==> src/rtl/serial_frame_accumulator_pkg.sv <==
// Shared arithmetic helpers for the adder family: state encoding and operand
// extension used by both the serial accumulator and the parallel adder tree.
package serial_frame_accumulator_pkg;

    typedef enum logic {ACCUM, HOLD} acc_state_t;

    localparam int unsigned EXT_MAX_W = 64;

    // Extends the low width_in bits of data to the full EXT_MAX_W; callers cast down to their sum width.
    function automatic logic [EXT_MAX_W-1:0] ext_operand(
        input logic [EXT_MAX_W-1:0] data,
        input int unsigned          width_in,
        input logic                 is_signed
    );
        logic [EXT_MAX_W-1:0] mask;
        logic [EXT_MAX_W-1:0] msb_shift;
        logic                 fill;
        mask      = {EXT_MAX_W{1'b1}} << width_in;
        msb_shift = data >> (width_in - 1);
        fill      = is_signed & msb_shift[0];
        return fill ? (data | mask) : (data & ~mask);
    endfunction

endpackage

==> src/rtl/serial_frame_accumulator.sv <==
// Time-serial frame summer: accumulates up to NUM_INPUT samples from a
// valid/ready stream and presents one full-precision sum per frame.
module serial_frame_accumulator
    import serial_frame_accumulator_pkg::*;
#(
    parameter int NUM_INPUT = 16,
    parameter int WIDTH_IN  = 16,
    parameter int IS_SIGNED = 1,
    parameter int WIDTH_OUT = WIDTH_IN + $clog2(NUM_INPUT),
    parameter int CNT_W     = $clog2(NUM_INPUT + 1)
) (
    input  logic                 clk,
    input  logic                 rst,
    input  logic                 ena,
    input  logic                 s_valid,
    output logic                 s_ready,
    input  logic [WIDTH_IN-1:0]  s_data,
    input  logic                 s_last,
    output logic                 m_valid,
    input  logic                 m_ready,
    output logic [WIDTH_OUT-1:0] m_data,
    output logic [CNT_W-1:0]     m_count,
    output logic                 m_err
);

    if (NUM_INPUT < 1 || WIDTH_IN <= 0 || WIDTH_OUT > EXT_MAX_W) begin : gen_param_check
        $error("serial_frame_accumulator: illegal NUM_INPUT/WIDTH_IN");
    end

    acc_state_t           state;
    logic [WIDTH_OUT-1:0] acc;
    logic [CNT_W-1:0]     cnt;

    logic                 in_fire;
    logic                 out_fire;
    logic                 close;
    logic [WIDTH_OUT-1:0] sample_ext;
    logic [WIDTH_OUT-1:0] sum_next;
    logic [CNT_W-1:0]     cnt_next;

    always_comb begin
        s_ready    = ~rst & ena & ((state == ACCUM) | m_ready);
        in_fire    = s_valid & s_ready;
        out_fire   = ena & m_valid & m_ready;
        sample_ext = WIDTH_OUT'(ext_operand(EXT_MAX_W'(s_data), WIDTH_IN, IS_SIGNED != 0));
        sum_next   = acc + sample_ext;
        cnt_next   = cnt + CNT_W'(1);
        close      = s_last | (cnt_next == CNT_W'(NUM_INPUT));
    end

    always_ff @(posedge clk or posedge rst) begin
        if (rst) begin
            state   <= ACCUM;
            acc     <= '0;
            cnt     <= '0;
            m_valid <= 1'b0;
            m_data  <= '0;
            m_count <= '0;
            m_err   <= 1'b0;
        end else if (ena) begin
            if (out_fire) begin
                m_valid <= 1'b0;
                state   <= ACCUM;
            end
            // acc/cnt are zero while in HOLD, so a sample taken alongside an out
            // handshake goes through the same path as a fresh frame in ACCUM.
            if (in_fire) begin
                if (close) begin
                    m_data  <= sum_next;
                    m_count <= cnt_next;
                    m_err   <= ~s_last;
                    m_valid <= 1'b1;
                    acc     <= '0;
                    cnt     <= '0;
                    state   <= HOLD;
                end else begin
                    acc <= sum_next;
                    cnt <= cnt_next;
                end
            end
        end
    end

endmodule
==> config.mk <==
export PLATFORM = sky130hd
export DESIGN_NAME = serial_frame_accumulator
export DESIGN_NICKNAME = d
export VERILOG_FILES = /design/src/rtl/serial_frame_accumulator_pkg.sv /design/src/rtl/serial_frame_accumulator.sv
export SDC_FILE = /design/constraint.sdc
export NUM_CORES = 1
export LEC_CHECK = 0
export CAP_MARGIN = 25
export CORE_ASPECT_RATIO = 1.75
export CORE_MARGIN = 5
export CORE_UTILIZATION = 40
export CTS_CLUSTER_DIAMETER = 30
export DETAILED_ROUTE_END_ITERATION = 8
export GPL_TIMING_DRIVEN = 0
export HOLD_SLACK_MARGIN = 0.1
export MAX_ROUTING_LAYER = met4
export PLACE_DENSITY = 0.7
export SYNTH_ARGS = -nofsm -noshare
export SYNTH_HDL_FRONTEND = slang
export SYNTH_SLANG_ARGS = --single-unit
export TNS_END_PERCENT = 30
==> constraint.sdc <==
create_clock -name clk -period 3.9 [get_ports clk]
set_input_delay 1.17 -clock clk [delete_from_list [all_inputs] [get_ports clk]]
set_output_delay 1.17 -clock clk [all_outputs]
set_load 0.02 [all_outputs]
==> notes.md, run 1 <==
The run has ended; figures from its reports follow.

The H-tree level count came out at 2. The Yosys chip area came out at 0.00296 mm². Clock tree synthesis selected as its root buffer the cell sky130_fd_sc_hd__clkbuf_16.

The critical path starts at rst. The summed negative setup slack over all endpoints came out at 0 ps. Per the detail_route log, met3 wirelength is 281 µm. The required arrival time at the worst endpoint came out at 2730 ps. The count of buffers inserted at the top-level ports is 49. The maximum clock skew at final layout came out at 9.41 ps.

The core area is 0.00723 mm². The count of cells in the finished layout, fillers not included, comes to 446. The final non-filler cell area is 0.00375 mm². The slew at the pin closest to its max-slew limit came out at 778 ps.

The post-synthesis sequential element count is 53. The wire length on met1 is 2900 µm. Hold timing on the final database bottoms out at a slack of 479 ps.

The overall die size recorded for this design is 0.00928 mm². The pin count of the biggest net entering global routing came out at 28. The number of warnings reported in the stage logs is 27.

At the end of the flow, the number of nets in the layout was 404. The launch point of the worst register-to-register path is recorded as acc[0]. The via count of the first global-routing pass came out at 2578. The count of multi-input gates is 233. The number of pins exceeding their max-slew limit in the final report came out at 0. Summing all multi-input logic gate instances after layout gives 0.00157 mm². The clock-pin slew of the registers on the worst-case setup and hold paths is 70 ps. The critical register-to-register path endpoint is m_data[16]. The first global-routing pass estimated 12100 µm of wire.

The synthesis report lists the most area-consuming cells as sky130_fd_sc_hd__dfrtp_1 (45%), sky130_fd_sc_hd__ha_1 (8.9%), sky130_fd_sc_hd__nand2_1 (7.6%). In this run the vertical extent of the chip is 124 µm. TritonCTS built the clock tree.

The floorplan utilization came out at 40.9%. The detailed placement HPWL came out at 5480 µm. The dominant power group is combinational cells.

The overall power came out at 0.00284 W. The standard-cell row count came out at 41. Counting every instance in the synthesized netlist gives 301. Per STA, the highest per-stage delay on the worst path measures 600 ps. Per the area breakdown, the dominant cell category is multi-input combinational cells. TritonCTS created 5 clock buffers. The initial antenna violation count is 0. The dominant logic cell type in the layout is sky130_fd_sc_hd__nand2_1. Looking at the gate-level netlist, the highest instance count belongs to sky130_fd_sc_hd__nand2_1. Power spread over the standard cell area amounts to 756 mW/mm².

The maximum resistive drop on vdd is 0.372 mV. The per-cell via count in the routed design came out at 5.50. The number of antenna repair diodes is 0.

The count of buffers not belonging to the clock network in the layout came out at 60. Per Yosys stat, the portion of area used by sequential elements is 44.9%. The count of routing violations after the opening detailed-route iteration is 100. The highest layer touched by signal routing is met4. Setup repair after global routing left no endpoint under its margin. Yosys printed 0 warnings. The final timing report lists a hold violation count of 0. The flip-flop and latch power came out at 0.000891 W.

The routability-driven placement congestion ratio came out at 0.886. The switching component of the power was reported as 0.00110 W. In the finished layout, the clock tree contains a buffer count of 5. The flow ran to the end, and the final reports show no timing, DRC or antenna violations. The number of inserted filler cells in the final layout is 670.

The number of nets at floorplan came out at 345. The type of origin of the critical path is an input pin. Cells with a size suffix above 1 make up 8.89% of the layout. The slack of the worst reg-to-reg path came out at 1100 ps.
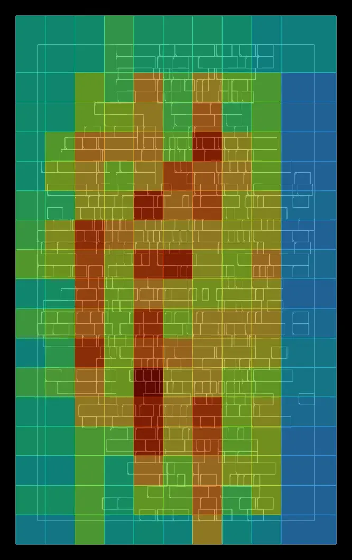
run_1/congestion_map.png
final core occ: 51.9%
met3 demand-to-capacity share in global routing: 2.75%
WL/cell: 16.6 µm
met2 usage: 29.8%

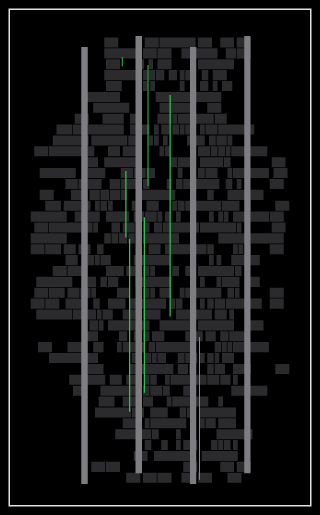
run_1/m4.png
Scale: 4 px per µm. Supply wires on this layer in gray. Cells faint in the background.
6 nets have wire on it. The longest straight run is 55.1 µm. The layer carries 225 µm of wire. The layer holds 3.0% of the routed length. The wires run mostly vertical.
total number of vias: 2454
Total Wirelength: 7390 µm

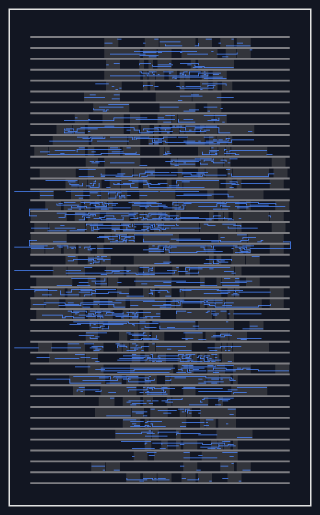
run_1/m1.png
Scale: 4 px per µm. Supply wires on this layer in gray. Cells faint in the background.
The longest straight run is 23.0 µm. 366 nets have wire on it.
met1 usage: 19.6%

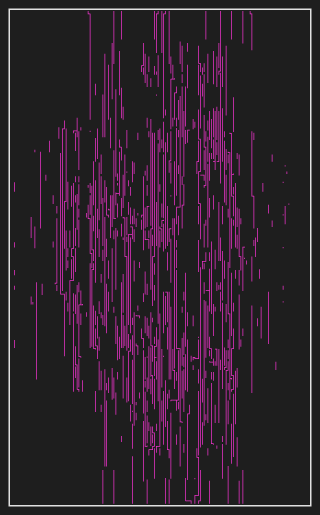
run_1/m2.png
Scale: 4 px per µm.
The longest straight run is 44.9 µm. The layer carries 3980 µm of wire. 346 nets have wire on it. The wires run mostly vertical.

==> run 1 -> run 2 <==
Settings changed: CORE_MARGIN 5 to 2.
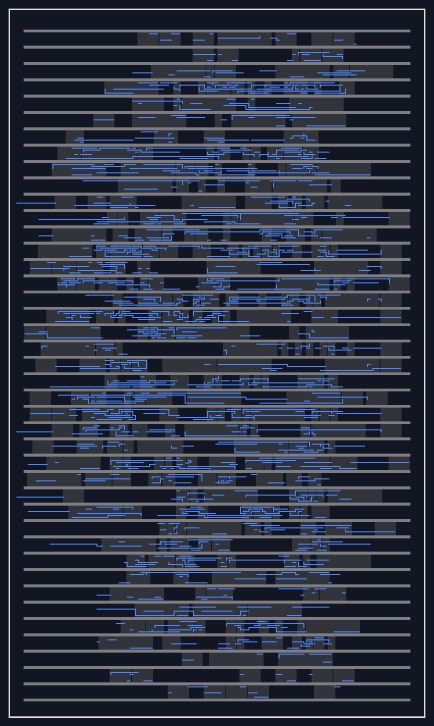
run_2/m1.png
Scale: 6 px per µm. Supply wires on this layer in gray. Cells faint in the background.
The layer carries 2860 µm of wire. The wires run mostly horizontal. The layer holds 40% of the routed length. The longest straight run is 20.7 µm.
total number of vias: 2433
met1 usage: 23.4%

==> run 2 against run 1 <==
- maximum frequency up 0.41%
- final cell count increased by 0.22%
- power shrank 1.8%
- clock power shrank 11%
- synthesized area is the same
- worst setup slack improved by 16 ps
- sequential share of layout area increased by 0.17 points
- largest cell class unchanged
- non-clock buffer count stayed put
- via count down 0.86%
- cell area is 0.47% lower
- clock skew is 4.1 ps lower
==> notes.md, run 2 <==
The run has ended; figures from its reports follow.

In this run the critical register-to-register path is launched from acc[0]. The most common cell in the synthesized netlist is sky130_fd_sc_hd__nand2_1. The total met3 wirelength after detailed routing came to 246 µm (-12%). Per report_power, the top consumer among the power groups is combinational cells.

The detailed placement HPWL came out at 5380 µm (-1.8%). The number of antenna repair diodes is 0 (unchanged). The final design utilization came out at 52.0% (+0.13 points). The wire length per cell came out at 15.9 µm (-4.2%). The final non-filler cell area was 0.00373 mm² (-0.47%). The slew at the pin closest to its max-slew limit came out at 727 ps (-51.2 ps). Per the synth stats, the flop cell with the highest instance count is sky130_fd_sc_hd__dfrtp_1. The worst hold slack across all endpoints was 474 ps (-4.74 ps). The worst slack at placement came out at -438 ps. The number of instances in the synthesized netlist is 301 (unchanged). The sequential-to-total area share from yosys stat came out at 44.9% (unchanged). After synthesis, the cell types taking the most area are sky130_fd_sc_hd__dfrtp_1 (45%), sky130_fd_sc_hd__ha_1 (8.9%), sky130_fd_sc_hd__nand2_1 (7.6%).

The via count of the first global-routing pass came out at 2550 (-1.1%). The flip-flop and latch power was 0.000892 W (about the same). The standard-cell row count is 41 (unchanged).

The area of the multi-input gates is 0.00157 mm² (+0.24%). The number of warnings issued by yosys is 0 (unchanged). The net count reported at finish came out at 404 (unchanged). The max-slew check reports its worst relative slack as 51.4%. OpenSTA lists the critical path endpoint as s_ready. The clock tree from TritonCTS is done. The type of origin of the critical path is an input pin.

The floorplan die area was 0.00812 mm² (-12%). The number of pins exceeding their max-slew limit in the final report came out at 0 (unchanged). The share of final-layout standard cells stronger than drive strength 1 is 9.14% (+0.25 points). The count of tool warnings came to 27 (unchanged). The detailed-route wire length is 7090 µm (-4.0%). The tree is rooted in a sky130_fd_sc_hd__clkbuf_16.

The power density of the placed cells is 746 mW/mm² (-1.3%). The area taken by sequential standard cells is reported as 0.00133 mm². The endpoint identified for the worst register-to-register timing path is m_data[16]. The endpoint of the worst hold path is reported as m_data[1].

The timing report shows that the slowest cell on the worst path is sky130_fd_sc_hd__clkdlybuf4s50_1. Setup repair after global routing left no endpoint under its margin. The H-tree level count is 2 (unchanged). The basic-gate share of the synthesized area counting and, or, nand and nor cells came out at 14.3%.

The maximum clock skew at final layout came out at 5.28 ps (-4.13 ps). Counting flops with a built-in enable in the synthesized netlist gives 0. The wire length on met1 came out at 2860 µm (-1.4%). In this run the post-CTS setup repair buffer count came out at 1. The post-synthesis sequential element count is 53 (unchanged). The total net switching power came out at 0.00111 W (+0.95%).

The final number of hold-violating endpoints was 0 (unchanged). The number of inserted filler cells in the final layout is 679 (+1.3%). The initial antenna violation count came out at 0 (unchanged). The critical path's largest stage delay came to 590 ps (about the same).

The Yosys chip area is 0.00296 mm² (unchanged). The global routing met2 resource utilization was 33.8% (+4.0 points). The run finished with clean final reports. Per the detail_route log, the uppermost layer with routed signals is met4. The first-pass detailed-route iteration total is 5. The slack of the worst reg-to-reg path came to 1180 ps (+80 ps).

The overall power is 0.00279 W (-1.8%). The number of clock buffers in the layout is 6 (+1). The pin count of the biggest net entering global routing was 32 (+14%). The dominant logic cell type in the layout is sky130_fd_sc_hd__nand2_1.

The chip height is 118 µm (-4.8%). OpenSTA lists the critical path startpoint as rst. The count of multi-input gates came out at 233 (unchanged). The portion of synthesized cell area occupied by the leading cell type came out at 44.9%. The wire length of the first global-routing pass is 12100 µm (+0.28%). The core area came out at 0.00718 mm² (-0.71%).

The count of buffers inserted at the top-level ports is 49 (unchanged). Combinational logic burns 52.3% of the power. The count of buffers not belonging to the clock network in the layout came out at 60 (unchanged).

The maximum resistive drop on vdd came to 0.333 mV (-10%). The per-cell via count in the routed design came out at 5.44 (-1.1%). The floorplan utilization is 41.2% (+0.29 points). The number of CTS-inserted buffers was 5 (unchanged). The number of nets at floorplan is 345 (unchanged). The top cell class by occupied area is multi-input combinational cells. The summed negative setup slack over all endpoints is 0 ps (unchanged). The final setup violation count is 0.

The routability-driven placement congestion ratio came to 0.914 (+3.1%).
==> run 2 -> run 3 <==
Clock period 3.9 ns to 4.4 ns, I/O delays scaled along.
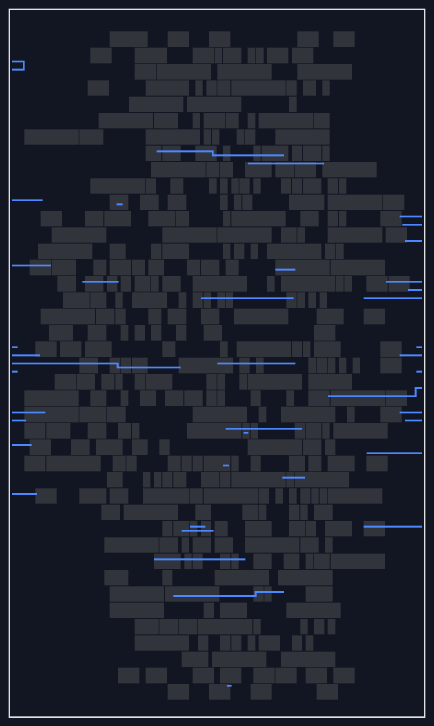
run_3/m3.png
Scale: 6 px per µm. Cells faint in the background.
The wires run mostly horizontal. 33 nets have wire on it. The longest straight run is 17.5 µm. The layer holds 3.9% of the routed length.
met3 demand-to-capacity share in global routing: 4.11%
Total Wirelength: 6890 µm
total number of vias: 2442

==> run 3 against run 2 <==
- power is 12% lower
- sequential power down 12%
- synthesized cell count is the same
- register-to-register slack improved by 420 ps
- worst setup slack better by 190 ps
- final cell count fell by 0.45%
- hold slack got worse by 2.4 ps
- clock power fell by 12%
- combinational power shrank about 10%
- synthesized area unchanged
- die size did not move
- utilization shrank 0.10 points
- highest routed layer unchanged
==> notes.md, run 3 <==
The run has ended; figures from its reports follow.

Ranked by power, first place goes to combinational cells. Per the detail_route log, the uppermost layer with routed signals is met4. The global routing met2 resource utilization is 32.0% (-1.8 points). For the worst reg-to-reg path, the endpoint reported by OpenROAD is m_data[16].

The first-pass detailed-route iteration total is 4 (-1). The overall power came to 0.00246 W (-12%). The wire length on met1 is 2640 µm (-8.0%).

For reference, the critical path is captured by s_ready. The flip-flop and latch power is 0.000788 W (-12%). The standard-cell row count came out at 41 (unchanged). The die is 69.0 µm wide.

The net count reported at finish is 402 (-0.50%). The number of flip-flops and latches came out at 53. The number of pins exceeding their max-slew limit in the final report came out at 0 (unchanged). The routability-driven placement congestion ratio came out at 0.912 (-0.12%). The final number of hold-violating endpoints was 0 (unchanged). The number of instances in the synthesized netlist came to 301 (unchanged). The non-clock inverters instantiated in the layout total 6. The H-tree level count is 2 (unchanged). The count of buffers not belonging to the clock network in the layout came out at 59 (-1.7%). The slack of the worst reg-to-reg path is 1600 ps (+420 ps). The normalized max-slew margin came out at 56.5% (+5.1 points). The final design utilization came out at 51.9% (-0.10 points). The number of clock buffers in the layout is 6 (unchanged). The run finished with clean final reports. Setup repair after global routing left no endpoint under its margin. The number of CTS-inserted buffers is 5 (unchanged). The part of the total power dissipated in combinational logic is 52.3% (about the same).

The number of warnings issued by yosys came to 0 (unchanged). Per STA, the worst path is made up of clkdlybuf4s50_1 > bufinv_8 > buf_12 > and3_1 > dlygate4sd2_1. The top cell class by occupied area is multi-input combinational cells.

The number of antenna repair diodes was 0 (unchanged). The initial antenna violation count is 0 (unchanged). The share of flip-flops with an asynchronous set or reset after synthesis came out at 100%. The maximum clock skew at final layout is 3.70 ps (-1.57 ps). In the final layout, the registers with the most flip-flops are acc: 20 flops, m_data: 20 flops.

The basic-gate share of the synthesized area counting and, or, nand and nor cells came out at 14.3% (unchanged). The wire length of the first global-routing pass came to 11900 µm (-2.0%). The count of routing violations after the opening detailed-route iteration is 149. The slew at the pin closest to its max-slew limit is 651 ps (-75.7 ps). The final setup violation count is 0 (unchanged). The count of flip-flops with a built-in enable after synthesis came out at 0 (unchanged). For reference, XOR and XNOR gates occupy 6.22% of the area reported after synthesis. The count of tool warnings is 27 (unchanged). The critical path's slowest cell is sky130_fd_sc_hd__clkdlybuf4s50_1.

The count of multi-input gates is 233 (unchanged). The number of inserted filler cells in the final layout is 685 (+0.88%). By instance count after routing, the leading logic cell type is sky130_fd_sc_hd__nand2_1. The detailed placement HPWL is 5300 µm (-1.5%). Looking at the hold checks, the worst path lands on m_count[1]. The floorplan utilization is 41.2% (unchanged).

The count of buffers inserted at the top-level ports is 49 (unchanged). The critical path is of the in -> out type. The critical register-to-register path startpoint is acc[0]. For this run, the leading register cell type out of synthesis is sky130_fd_sc_hd__dfrtp_1. The launch point of the critical path was reported as rst. The per-cell via count in the routed design came out at 5.49 (+0.82%). The post-synthesis sequential element count was 53 (unchanged). The yosys cell count came out at 301. The number of nets at floorplan is 345 (unchanged).

The share of final-layout standard cells stronger than drive strength 1 is 8.36% (-0.78 points). STA classifies the critical path startpoint as an input pin. The wire length per cell came out at 15.5 µm (-2.4%). By instance count after routing, the leading logic cell types are sky130_fd_sc_hd__nand2_1 (60), sky130_fd_sc_hd__dfrtp_1 (53), sky130_fd_sc_hd__clkdlybuf4s50_1 (48). The core area is 0.00718 mm² (unchanged).

TritonCTS built the clock tree. Pin placement for this block handled 50 I/O pins. The total setup buffers inserted after CTS is 0 (-1). The register area came to 0.00133 mm² (unchanged). The total net switching power came out at 0.000974 W (-12%).

The pin count of the biggest net entering global routing came to 34 (+6.3%). The worst slack at placement came out at -224 ps (+214 ps). The maximum resistive drop on vdd came out at 0.311 mV (-6.7%).

The via count of the first global-routing pass is 2578 (+1.1%). The Yosys chip area is 0.00296 mm² (unchanged). The critical path's largest stage delay came out at 400 ps (-190 ps). The TritonCTS sink count came out at 53. Clock tree synthesis selected as its root buffer the cell sky130_fd_sc_hd__clkbuf_16. The portion of synthesized cell area occupied by the leading cell type came out at 44.9% (unchanged). The summed negative setup slack over all endpoints is 0 ps (unchanged). The area of the multi-input gates is 0.00157 mm² (-0.24%). The floorplan die area is 0.00812 mm² (unchanged). The final non-filler cell area is 0.00373 mm² (-0.20%). The power density of the placed cells came out at 659 mW/mm² (-12%). The cell with the most instances after synthesis is sky130_fd_sc_hd__nand2_1.

The total met3 wirelength after detailed routing is 266 µm (+8.1%). The chip height came out at 118 µm (unchanged). The routing usage on met1 is 21.7% (-1.7 points).

The sequential-to-total area share from yosys stat is 44.9% (unchanged).
Power is estimated from default activity; no workload was simulated.
